Run 1, clock distribution:
Bar = 50 um.
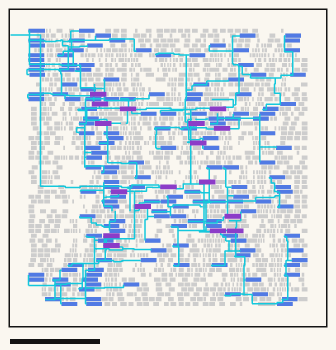
Run 1, pin placement:
Pins as bars across the die edge, other pins in gray.
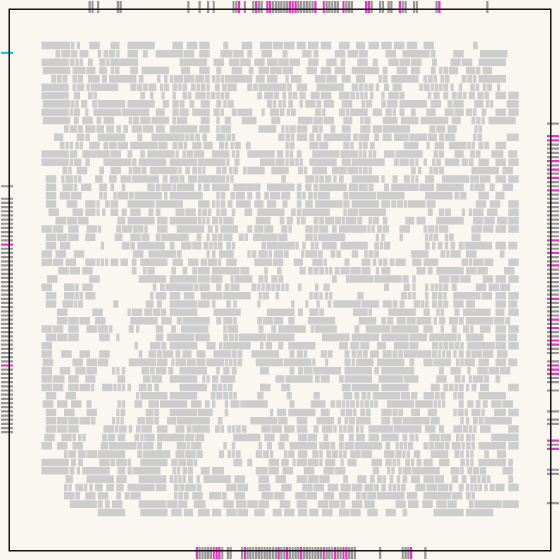
Run 1, placed standard cells:
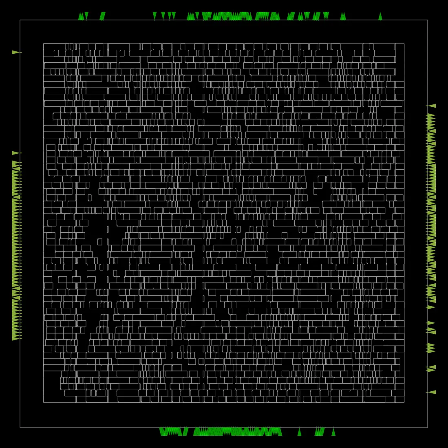
Run 1, met3 routing:
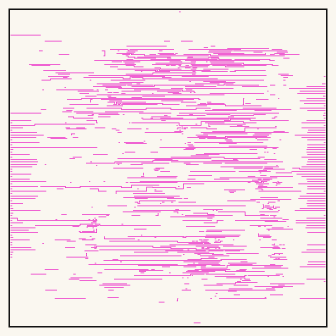
<file path="config.mk">
export PLATFORM = sky130hd
export DESIGN_NAME = sea_iter_core_flat
export DESIGN_NICKNAME = d
export VERILOG_FILES = /design/src/rtl/sea_pkg.sv /design/src/rtl/sea_iter_core_if.sv /design/src/rtl/sea_round.sv /design/src/rtl/sea_iter_core.sv /design/src/flat_wrapper.sv
export SDC_FILE = /design/constraint.sdc
export NUM_CORES = 1
export LEC_CHECK = 0
export CAP_MARGIN = 10
export CORE_MARGIN = 10
export CORE_UTILIZATION = 54
export DETAILED_ROUTE_END_ITERATION = 8
export GPL_TIMING_DRIVEN = 0
export PLACE_DENSITY_LB_ADDON = 0.12
export SLEW_MARGIN = 20
export SYNTH_ARGS = -nofsm -noshare
export SYNTH_HDL_FRONTEND = slang
export SYNTH_SLANG_ARGS = --single-unit
</file>
<file path="constraint.sdc">
create_clock -name clk -period 2.47 [get_ports clk]
set_input_delay 0.6175 -clock clk [delete_from_list [all_inputs] [get_ports clk]]
set_output_delay 0.6175 -clock clk [all_outputs]
set_load 0.1 [all_outputs]
</file>
<file path="src/rtl/sea_pkg.sv">
// Shared SEA definitions: word width, mode encoding, FSM states, S-box and rotations.
package sea_pkg;

    localparam int unsigned SEA_W = 48;

    typedef logic [SEA_W-1:0] sea_word_t;

    localparam logic SEA_ENC = 1'b0;
    localparam logic SEA_DEC = 1'b1;

    typedef enum logic [1:0] {
        IDLE,
        RUN,
        DONE
    } sea_state_e;

    function automatic logic [2:0] sea_sbox(input logic [2:0] x);
        logic [2:0] y;
        case (x)
            3'd0:    y = 3'd0;
            3'd1:    y = 3'd5;
            3'd2:    y = 3'd6;
            3'd3:    y = 3'd7;
            3'd4:    y = 3'd4;
            3'd5:    y = 3'd3;
            3'd6:    y = 3'd1;
            default: y = 3'd2;
        endcase
        return y;
    endfunction

    function automatic sea_word_t sea_rotl(input sea_word_t x, input int unsigned n);
        int unsigned s;
        s = n % SEA_W;
        if (s == 0) return x;
        return (x << s) | (x >> (SEA_W - s));
    endfunction

    function automatic sea_word_t sea_rotr(input sea_word_t x, input int unsigned n);
        int unsigned s;
        s = n % SEA_W;
        if (s == 0) return x;
        return (x >> s) | (x << (SEA_W - s));
    endfunction

endpackage

</file>
<file path="src/rtl/sea_iter_core_if.sv">
// Valid/ready stream bundle between a block source/sink and the SEA engine.
interface sea_iter_core_if;
    import sea_pkg::*;

    logic      in_valid;
    logic      in_ready;
    logic      in_mode;
    sea_word_t in_l;
    sea_word_t in_r;
    sea_word_t in_key;
    logic      out_valid;
    logic      out_ready;
    sea_word_t out_l;
    sea_word_t out_r;
    logic      busy;

    modport master (
        output in_valid, in_mode, in_l, in_r, in_key, out_ready,
        input  in_ready, out_valid, out_l, out_r, busy
    );

    modport slave (
        input  in_valid, in_mode, in_l, in_r, in_key, out_ready,
        output in_ready, out_valid, out_l, out_r, busy
    );

endinterface

</file>
<file path="src/rtl/sea_round.sv">
// One combinational SEA Feistel round; the 16 S-boxes are shared by both directions.
module sea_round
    import sea_pkg::*;
(
    input  logic      mode,
    input  sea_word_t l,
    input  sea_word_t r,
    input  sea_word_t k,
    output sea_word_t l_nxt,
    output sea_word_t r_nxt
);

    sea_word_t m;
    sea_word_t s;
    sea_word_t ro;

    // Decrypt keys the S-box layer from L, encrypt from R.
    assign m = ((mode == SEA_DEC) ? l : r) ^ k;

    for (genvar g = 0; g < 16; g++) begin : g_sbox
        assign s[3*g +: 3] = sea_sbox(m[3*g +: 3]);
    end

    assign ro = sea_rotl(s, 1);

    always_comb begin
        if (mode == SEA_DEC) begin
            l_nxt = sea_rotl(ro ^ r, 8);
            r_nxt = l;
        end else begin
            l_nxt = r;
            r_nxt = ro ^ sea_rotr(l, 8);
        end
    end

endmodule

</file>
<file path="src/rtl/sea_iter_core.sv">
// Iterative SEA engine: one Feistel round per clock, rotating round key, one block in flight.
module sea_iter_core
    import sea_pkg::*;
#(
    parameter int unsigned ROUNDS = 8,
    parameter int unsigned KROT   = 3
) (
    input logic           clk,
    input logic           rst_n,
    sea_iter_core_if.slave bus
);

    localparam logic [5:0]  LAST_RND = 6'(ROUNDS - 1);
    // Decrypt starts from the last encrypt key and walks backwards.
    localparam int unsigned DEC_ROT  = (KROT * (ROUNDS - 1)) % SEA_W;

    sea_state_e state_q;
    sea_word_t  l_q;
    sea_word_t  r_q;
    sea_word_t  key_q;
    logic [5:0] cnt_q;
    logic       mode_q;
    logic       in_ready_q;
    logic       out_valid_q;
    logic       busy_q;

    sea_word_t  l_nxt;
    sea_word_t  r_nxt;

    sea_round u_round (
        .mode  (mode_q),
        .l     (l_q),
        .r     (r_q),
        .k     (key_q),
        .l_nxt (l_nxt),
        .r_nxt (r_nxt)
    );

    always_ff @(posedge clk or negedge rst_n) begin
        if (!rst_n) begin
            state_q     <= IDLE;
            l_q         <= '0;
            r_q         <= '0;
            key_q       <= '0;
            cnt_q       <= '0;
            mode_q      <= SEA_ENC;
            in_ready_q  <= 1'b1;
            out_valid_q <= 1'b0;
            busy_q      <= 1'b0;
        end else begin
            case (state_q)
                IDLE: begin
                    if (bus.in_valid) begin
                        l_q        <= bus.in_l;
                        r_q        <= bus.in_r;
                        mode_q     <= bus.in_mode;
                        key_q      <= (bus.in_mode == SEA_DEC) ?
                                      sea_rotl(bus.in_key, DEC_ROT) : bus.in_key;
                        cnt_q      <= '0;
                        state_q    <= RUN;
                        in_ready_q <= 1'b0;
                        busy_q     <= 1'b1;
                    end
                end
                RUN: begin
                    l_q   <= l_nxt;
                    r_q   <= r_nxt;
                    key_q <= (mode_q == SEA_DEC) ? sea_rotr(key_q, KROT) : sea_rotl(key_q, KROT);
                    cnt_q <= cnt_q + 6'd1;
                    if (cnt_q == LAST_RND) begin
                        state_q     <= DONE;
                        out_valid_q <= 1'b1;
                    end
                end
                DONE: begin
                    if (bus.out_ready) begin
                        state_q     <= IDLE;
                        out_valid_q <= 1'b0;
                        busy_q      <= 1'b0;
                        in_ready_q  <= 1'b1;
                    end
                end
                default: begin
                    state_q     <= IDLE;
                    out_valid_q <= 1'b0;
                    busy_q      <= 1'b0;
                    in_ready_q  <= 1'b1;
                end
            endcase
        end
    end

    assign bus.in_ready  = in_ready_q;
    assign bus.out_valid = out_valid_q;
    assign bus.busy      = busy_q;
    assign bus.out_l     = l_q;
    assign bus.out_r     = r_q;

endmodule

</file>
<file path="src/flat_wrapper.sv">
// flat-port wrapper written by rule: the top's interface ports become plain ports
module sea_iter_core_flat import sea_pkg::*;
#(
    parameter int unsigned ROUNDS = 8,
    parameter int unsigned KROT   = 3
)
  (clk, rst_n, bus_in_valid, bus_in_mode, bus_in_l, bus_in_r, bus_in_key, bus_out_ready, bus_in_ready, bus_out_valid, bus_out_l, bus_out_r, bus_busy);
  sea_iter_core_if bus_i ();
  input logic clk;
  input logic rst_n;
  input wire logic [$bits(bus_i.in_valid)-1:0] bus_in_valid;
  input wire logic [$bits(bus_i.in_mode)-1:0] bus_in_mode;
  input wire logic [$bits(bus_i.in_l)-1:0] bus_in_l;
  input wire logic [$bits(bus_i.in_r)-1:0] bus_in_r;
  input wire logic [$bits(bus_i.in_key)-1:0] bus_in_key;
  input wire logic [$bits(bus_i.out_ready)-1:0] bus_out_ready;
  output wire logic [$bits(bus_i.in_ready)-1:0] bus_in_ready;
  output wire logic [$bits(bus_i.out_valid)-1:0] bus_out_valid;
  output wire logic [$bits(bus_i.out_l)-1:0] bus_out_l;
  output wire logic [$bits(bus_i.out_r)-1:0] bus_out_r;
  output wire logic [$bits(bus_i.busy)-1:0] bus_busy;
  assign bus_i.in_valid = bus_in_valid;
  assign bus_i.in_mode = bus_in_mode;
  assign bus_i.in_l = bus_in_l;
  assign bus_i.in_r = bus_in_r;
  assign bus_i.in_key = bus_in_key;
  assign bus_i.out_ready = bus_out_ready;
  assign bus_in_ready = bus_i.in_ready;
  assign bus_out_valid = bus_i.out_valid;
  assign bus_out_l = bus_i.out_l;
  assign bus_out_r = bus_i.out_r;
  assign bus_busy = bus_i.busy;
  sea_iter_core #(.ROUNDS(ROUNDS), .KROT(KROT)) u_core (.clk(clk), .rst_n(rst_n), .bus(bus_i));
endmodule
</file>
==> summary.txt, run 1 <==
Flow results are below.

- The number of setup buffers added after CTS is 0.
- For reference, the critical path is captured by bus_out_l[37].
- The relative area of non-clock buffer cells in the final design is 0.173, for reference.
- The area fraction of the largest cell type after synthesis is 0.295.
- The cell type that accounts for the most area after synthesis is dfrtp_1.
- The met1 usage is 0.458, for reference.
- Per the detail_route log, met3 wirelength is 8340 um.
- The combinational family with the most area after synthesis is multiplexers, for reference.
- The leading cell category by total area is combinational gates, for reference.
- The class of the most critical hold timing path is in -> async, for reference.
- The total CTS buffers is 17, for reference.
- The worst setup path is launched from a register.
- The worst-path maximum fanout is 5, for reference.
- The final standard cell area without fillers is 16600 um2, for reference.
- The number of antenna violations at the first check in global routing is 0, for reference.
- The time the final worst path needs with I/O delays and setup is 2490 ps, for reference.
- The number of antenna diodes in the final layout is 0.
- Leaving out fill and tap cells, the most frequent cell in the layout is mux2i_1.
- The required time at the endpoint of the critical path is 1850 ps, for reference.
- Ranking logic cells in the layout by count gives the top entries mux2i_1, nand2_1, nor2_1.
- By startpoint and endpoint, the worst setup path is classified as reg -> out.
- Setup repair after global routing left no endpoint under its margin.
- The DRC violation total after the first TritonRoute iteration is 2263, for reference.
- The simple logic cell fraction of the synthesized area is 0.170, for reference.
- According to the floorplan report, the total die area is 31000 um2.
- The clock insertion delay at the later pin of the skew report is 450 ps, for reference.
- Across all setup checks in the final design, the least slack found is -18.6 ps.
- The flow ran to the end, but the final reports show violations.
- Total global-route track usage over all layers is 0.380.
- Clock-pin slew was measured on the worst setup and hold paths at 80 ps.
- The floorplan step set the die width to 176 um.
- From synthesis to final layout, the design area changed by 26.2%.
- Per the post-synthesis report, the number of cells in the design is 1587.
- The checks that failed: setup timing.
- The final timing report counts setup violations totalling 9.
- Across the routed clock network, the largest skew measured is 19.3 ps.
- The count of final max-slew check failures is 0, for reference.
- The script reports the combined buffer and inverter count of the critical path as 1.
Back to the opening pictures, 'clock distribution':
Cyan stands for clock wires, length 2430 um. Purple stands for clock drivers, count 17. Blue stands for flip-flops, count 156.
There are 18 routed clock nets.

Back to the opening pictures, 'pin placement':
Cyan stands for clk, pins 1, direction input, edge left. Magenta stands for bus_out_r, pins 48, direction output, edge 19 right, 14 top, 13 bottom, 2 left.

Back to the opening pictures, 'placed standard cells':
sequential portion of the cell area: 0.235
number of placement rows: 57
Final Non-Filler Cells: 2189

Back to the opening pictures, 'met3 routing':
441 nets have wire on it. The layer carries 8340 um of wire. The layer holds 14% of the routed length. The longest straight run is 98.9 um.

==> run 2: changes to the inputs <==
- PLACE_DENSITY: unset -> 0.78
- PLACE_DENSITY_LB_ADDON: 0.12 -> unset
- SLEW_MARGIN: 20 -> 25
Run 2, placed standard cells:
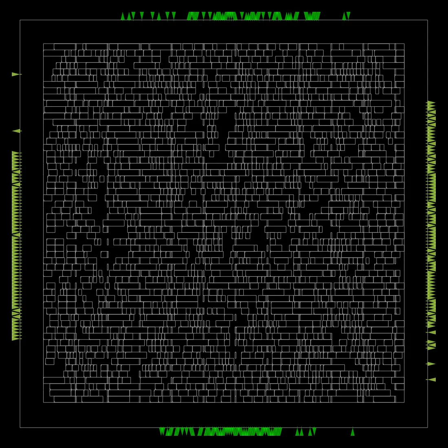
number of fill cells in the layout: 2006
seq_cells: 156
sequential portion of the cell area: 0.237

==> run 2 against run 1 <==
Effect of this change: the flow still finishes with violations (setup timing); register-to-register slack hardly changed; synthesized cell count unchanged; sequential share of layout area increased by 0.18 points; global-route usage down 0.35 points; fmax barely moved; wire length down 0.40%; hold slack better by 4.5 ps; die area stayed put; critical path type unchanged; largest cell class unchanged; highest routed layer unchanged.
==> summary.txt, run 2 <==
Flow results are below.

- The part of the Yosys area used for sequential elements is 0.297, for reference.
- The final reports fail on setup timing.
- The worst-path maximum fanout came to 5 (unchanged).
- The most frequent logic cell in the layout is mux2i_1, for reference.
- The row count is 57 (unchanged).
- The time the final worst path needs with I/O delays and setup is 2490 ps (+1.57 ps).
- The routed wire length is 60700 um, for reference.
- STA reports a reg2reg setup slack of -10 ps.
- The number of H-tree levels is 4, for reference.
- The simple logic cell fraction of the synthesized area came to 0.170 (unchanged).
- The clock sink count is 156, for reference.
- Sorting the Yosys area breakdown by cell type puts at the top dfrtp_1.
- The TritonCTS clock tree is built, for reference.
- The required time at the endpoint of the critical path came to 1850 ps (about the same).
- Looking at the clock tree report, the maximum root-to-sink buffer count equals 2.
- The relative area of non-clock buffer cells in the final design is 0.175 (+0.00131).
- For reference, the top logic cell family by area is multiplexers.
- The full die area is 31000 um2 (unchanged), for reference.
- The layout summary lists the proportion of cells stronger than drive strength 1 as 0.105.
- For reference, the critical path is captured by bus_out_l[43].
- The combinational gate area is 8740 um2, for reference.
- The width of the chip is 176 um (unchanged), for reference.
- The startpoint class of the critical path is a register, for reference.
- The share of the clock period used by the worst path is 1.01, for reference.
- Yosys reports that the most numerous cell types are mux2i_1, nand2_1, nor2_1, dfrtp_1, o21ai_0.
- The total CTS buffers is 17 (unchanged), for reference.
- The count of final max-slew check failures came to 0 (unchanged).
- Setup repair after global routing left no endpoint under its margin.
- 248 I/O pins were placed.
- The total length of routed met3 wires is 8520 um (+2.2%).
- The busiest layer in global routing is met2, for reference.
- The clock insertion delay at the later pin of the skew report was 440 ps (about the same).
- The layout report gives the multi-input gate share of total cell area as 0.530.
- The number of buffers other than clock buffers in the final layout is 350, for reference.
- STA lists the endpoint of the worst register-to-register path as u_core.bus.out_l[34].
- The worst slack at placement is -496 ps, for reference.
- The primary flip-flop cell chosen by synthesis mapping is dfrtp_1, for reference.
- Hold timing on the final database bottoms out at a slack of 138 ps.
- The largest clock skew in the final design was 16.2 ps (-3.06 ps).
- The vias per cell is 6.64, for reference.
- For this design, Yosys synthesis ends with a cell count of 1587.
- The run finished, with violations left.
- The final standard cell area without fillers came to 16500 um2 (-0.75%).
- The buffers plus inverters on the worst setup path was 1 (unchanged).
- Counting the clock-network buffers in the layout gives 17.
- In the layout the commonest cells are mux2i_1, nand2_1, nor2_1.
- The final-report setup violation count is 5 (-4), for reference.
- The OpenROAD report gives the critical path a data arrival time of 1870 ps.
- Ranked by total area, the top cell class in this layout is combinational gates.
- The total number of vias is 14500, for reference.
- The final worst-path setup slack is -20.2 ps (-1.57 ps), for reference.
- The number of instances in the synthesized netlist was 1587 (unchanged).
- The number of antenna violations at the first check in global routing is 0 (unchanged), for reference.
- The setup path with the least slack is of type reg -> out.
- Tracing the worst setup path back leads to its startpoint at u_core.bus.out_l[43].
- The met1 usage was 0.459 (about the same).
- The DRC violation total after the first TritonRoute iteration is 2080 (-8.1%), for reference.
- The number of register bits inferred by synthesis is 156, for reference.
- The number of antenna cells inserted is 0 (unchanged), for reference.
- The met3 global-route usage is 0.116, for reference.
- The buffer count from post-CTS setup fixing is 0 (unchanged).
- The tally of non-filler cells in the final layout is 2189 (unchanged), for reference.
- The clock-pin slew on the worst setup and hold paths is 70 ps (about the same), for reference.
- The most critical min-delay path falls under in -> async.
- Entering global routing, the biggest net connects 91 pins.
- Broken down by cell family, the worst path's largest delay share belongs to buffers and inverters.
- According to the Yosys statistics, the synthesized design has a chip area of 13200 um2.
- The wire length on met1 is 21800 um, for reference.
- The per-instance average area after synthesis is 8.30 um2, for reference.
- The total routing resource utilization after global routing is 0.376 (-0.00355), for reference.
- The area fraction of the dominant cell type after synthesis came to 0.295 (unchanged).
- Relative to the synthesized area, the layout overhead comes to 25.2%.
Run 2, placement density heat map:
The die is cut into 18 by 18 equal tiles; white is low, dark blue is high, 0 to 100% covered.
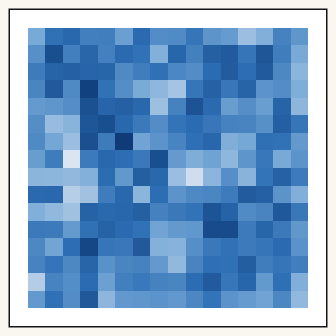
22% of the tiles are over 75% full. The mean over all tiles is 52%. 21% of the tiles are nearly empty. The densest ninth of the die: middle.

